`config.mk`:
```
export PLATFORM = sky130hd
export DESIGN_NAME = tt_sweep_capture
export DESIGN_NICKNAME = d
export VERILOG_FILES = /design/src/rtl/tt_sweep_pkg.sv /design/src/rtl/sat_counter.sv /design/src/rtl/tt_sweep_capture.sv
export SDC_FILE = /design/constraint.sdc
export NUM_CORES = 1
export LEC_CHECK = 0
export ABC_AREA = 0
export ABC_CLOCK_PERIOD_IN_PS = 3280
export CORE_MARGIN = 2
export CORE_UTILIZATION = 45
export CTS_CLUSTER_SIZE = 25
export DETAILED_ROUTE_END_ITERATION = 8
export GPL_TIMING_DRIVEN = 0
export PLACE_DENSITY = 0.83
export SLEW_MARGIN = 5
export SYNTH_ARGS = -nofsm -noshare
export SYNTH_HDL_FRONTEND = slang
export SYNTH_SLANG_ARGS = --single-unit
```
`constraint.sdc`:
```
create_clock -name clk -period 3.28 [get_ports clk]
set_input_delay 0.656 -clock clk [delete_from_list [all_inputs] [get_ports clk]]
set_output_delay 0.656 -clock clk [all_outputs]
set_load 0.05 [all_outputs]
```
`src/rtl/tt_sweep_pkg.sv`:
```
// Shared types and constants for the truth-table sweep/capture stage.
package tt_sweep_pkg;

  localparam int unsigned SETTLE_W = 4;

  typedef enum logic [1:0] {
    IDLE  = 2'd0,
    SWEEP = 2'd1,
    DONE  = 2'd2
  } state_t;

  function automatic int unsigned tt_width(input int unsigned n);
    return 32'd1 << n;
  endfunction

endpackage

```
`src/rtl/sat_counter.sv`:
```
// Saturating event counter; holds at all-ones, cleared only by reset.
module sat_counter #(
  parameter int unsigned W = 8
) (
  input  logic         clk,
  input  logic         rst,
  input  logic         inc_i,
  output logic [W-1:0] cnt_o
);

  logic [W-1:0] cnt_q;

  always_ff @(posedge clk or posedge rst) begin
    if (rst) begin
      cnt_q <= '0;
    end else if (inc_i && (cnt_q != '1)) begin
      cnt_q <= cnt_q + W'(1);
    end
  end

  assign cnt_o = cnt_q;

endmodule

```
`src/rtl/tt_sweep_capture.sv`:
```
// Drives every minterm into a small logic network, captures its output into a
// truth table and hands the result off on valid/ready with an expect-match flag.
module tt_sweep_capture
  import tt_sweep_pkg::*;
#(
  parameter int unsigned NUM_INPUTS    = 4,
  parameter int unsigned SETTLE_CYCLES = 0,
  parameter int unsigned ERR_W         = 8
) (
  input  logic                             clk,
  input  logic                             rst,
  input  logic                             start_i,
  input  logic [tt_width(NUM_INPUTS)-1:0]  expect_i,
  output logic                             busy_o,
  output logic [NUM_INPUTS-1:0]            x_o,
  input  logic                             y_i,
  output logic [tt_width(NUM_INPUTS)-1:0]  tt_o,
  output logic                             tt_valid_o,
  input  logic                             tt_ready_i,
  output logic                             match_o,
  output logic [ERR_W-1:0]                 err_cnt_o
);

  localparam int unsigned TT_W = tt_width(NUM_INPUTS);
  localparam logic [NUM_INPUTS-1:0] IDX_LAST   = NUM_INPUTS'(TT_W - 1);
  localparam logic [SETTLE_W-1:0]   SETTLE_MAX = SETTLE_W'(SETTLE_CYCLES);

  state_t                state_q;
  logic [NUM_INPUTS-1:0] idx_q;
  logic [SETTLE_W-1:0]   cnt_q;
  logic [TT_W-1:0]       exp_q;
  logic [TT_W-1:0]       tt_q;
  logic [TT_W-1:0]       tt_d;
  logic                  valid_q;
  logic                  match_q;
  logic                  busy_q;
  logic                  capture;
  logic                  last_cap;
  logic                  err_inc;

  // Capture strobe and the table as it will look after this cycle's sample.
  always_comb begin
    capture  = 1'b0;
    last_cap = 1'b0;
    tt_d     = tt_q;
    if ((state_q == SWEEP) && (cnt_q == SETTLE_MAX)) begin
      capture     = 1'b1;
      last_cap    = (idx_q == IDX_LAST);
      tt_d[idx_q] = y_i;
    end
    err_inc = last_cap && (tt_d != exp_q);
  end

  always_ff @(posedge clk or posedge rst) begin
    if (rst) begin
      state_q <= IDLE;
      idx_q   <= '0;
      cnt_q   <= '0;
      exp_q   <= '0;
      tt_q    <= '0;
      valid_q <= 1'b0;
      match_q <= 1'b0;
      busy_q  <= 1'b0;
    end else begin
      case (state_q)
        IDLE: begin
          if (start_i) begin
            state_q <= SWEEP;
            idx_q   <= '0;
            cnt_q   <= '0;
            exp_q   <= expect_i;
            tt_q    <= '0;
            busy_q  <= 1'b1;
          end
        end
        SWEEP: begin
          if (capture) begin
            tt_q  <= tt_d;
            cnt_q <= '0;
            idx_q <= idx_q + NUM_INPUTS'(1);
            if (last_cap) begin
              state_q <= DONE;
              valid_q <= 1'b1;
              match_q <= (tt_d == exp_q);
            end
          end else begin
            cnt_q <= cnt_q + SETTLE_W'(1);
          end
        end
        DONE: begin
          // A start coinciding with the handshake skips IDLE entirely.
          if (tt_ready_i) begin
            valid_q <= 1'b0;
            match_q <= 1'b0;
            if (start_i) begin
              state_q <= SWEEP;
              idx_q   <= '0;
              cnt_q   <= '0;
              exp_q   <= expect_i;
              tt_q    <= '0;
            end else begin
              state_q <= IDLE;
              busy_q  <= 1'b0;
            end
          end
        end
        default: begin
          state_q <= IDLE;
          busy_q  <= 1'b0;
          valid_q <= 1'b0;
          match_q <= 1'b0;
        end
      endcase
    end
  end

  sat_counter #(.W(ERR_W)) u_err_cnt (
    .clk   (clk),
    .rst   (rst),
    .inc_i (err_inc),
    .cnt_o (err_cnt_o)
  );

  assign busy_o     = busy_q;
  assign x_o        = idx_q;
  assign tt_o       = tt_q;
  assign tt_valid_o = valid_q;
  assign match_o    = match_q;

endmodule

```
==> images/m3.png <==
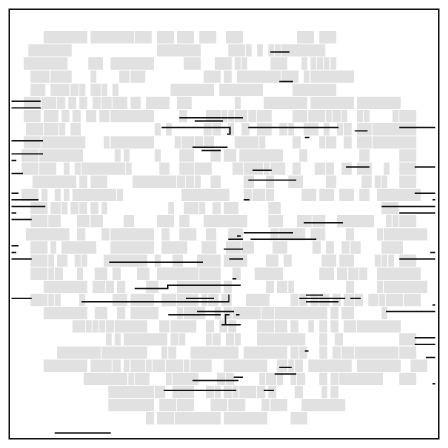
longest straight run: 30.4 microns
main direction: horizontal
share of all routed wire: 4.4%

==> images/clock_wires.png <==
Scale bar: 20 microns.
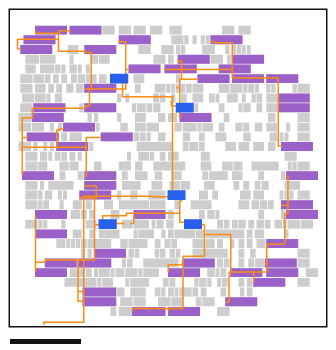
legend:
  clock-net drivers:
    colour: blue
    count: 5
  flip-flops:
    colour: purple
    count: 53
  clock wires:
    colour: orange
    length: 637 microns
routed clock nets: 6
clk_lat worst skew: 320 ps
Worst Skew: 14.4 ps
power share of the clock group: 14.8%
Clock Power: 0.450 mW

==> images/closeup.png <==
Region (24, 24) to (64, 64) microns. Cells in grey, sequential cells in the stronger grey; small squares are vias.
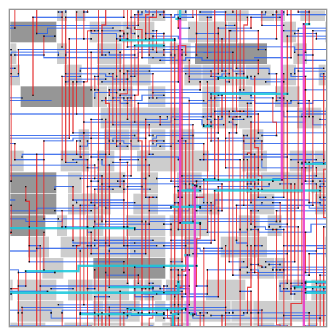
legend:
  M3:
    colour: cyan
  M4:
    colour: magenta
  M2:
    colour: red
  M1:
    colour: blue
most frequent: nand2_1 (13), nand3_1 (7), o21ai_0 (7)
sequential cells in the window: 6
netlist names of flops here include: `exp_q` (3), `state_q` (2)
cells with their middle in the window: 110

==> results.toml <==
# generated from flow reports
[clocking]
cts_sinks = 53
postCtsHoldBufs = 0

[routing]
met1_length_microns = 4340
met3_length_microns = 415

[hold_path]
min_delay_path_depth = 2
hold_path_end = "tt_valid_o$_DFFE_PP0P_"

[power]
pg_seq_mw = 1.05
powerDensity_nw_per_um2 = 732
power_leader = "combinational logic"

[setup_path]
slowest_stage = "or4_1"
reg2reg_from = "cnt_q[0]$_DFFE_PP0P_"
crit_path_end = "u_err_cnt.cnt_o[1]$_DFFE_PP0P_"
endpoint_kind = "flop"
crit_start = "cnt_q[0]$_DFFE_PP0P_"
cp_max_fo = 10

[final_timing]
drv_slew = 0
min_period_ps = 3110
setup_viol_count_final = 0
max_slew_margin_pct = 39.4

[layout]
nonClockBufferCount = 72
drive_gt1_share_pct = 11.1
comb_share_pct = 46.1
inverters_excl_clock = 8
antennaDiodeCount = 0

[synthesis]
synthArstFlopShare_pct = 100
flop_cell = "dfrtp_1"
yosysTopAreaCell = "dfrtp_1"
synth-simple-area-share_pct = 28.9
ys_types = 54
mux_share_pct = 1.32
edf_count = 0

[global_routing]
met3_usage_pct = 2.99
gr-usage-met2_pct = 38.9

[die]
die_x_microns = 88.6
core-area_sq_um = 6870
num_tap_cells = 96

[outcome]
status = "completed"
[state kept, by name (all words and copies together), names as in the netlist]
name             cells
busy_o               1
cnt_q                4
exp_q               16
match_o              1
state_q              2
tt_o                16
tt_valid_o           1
u_err_cnt.cnt_o      8
x_o                  4
[cell usage after synthesis, types with 4 or more instances]
master / instances
a21oi_1: 16
a22o_1: 5
and3_1: 6
clkbuf_1: 15
dfrtp_1: 53
ha_1: 8
inv_1: 8
nand2_1: 73
nand2b_1: 5
nand3_1: 14
nand4_1: 5
nand4b_1: 5
nand4bb_1: 5
nor2_1: 13
nor2b_1: 13
nor3_1: 6
o21ai_0: 44
o21ai_1: 4
o31ai_1: 8
xnor2_1: 7
xor2_1: 8
[worst min-delay path, cell delays in order, from the launching register on]
cell	delay (ps)
dfrtp_1	370
nand2_1	50
nand2_1	60
No activity file was given, so power comes from the tool's default toggle rates.
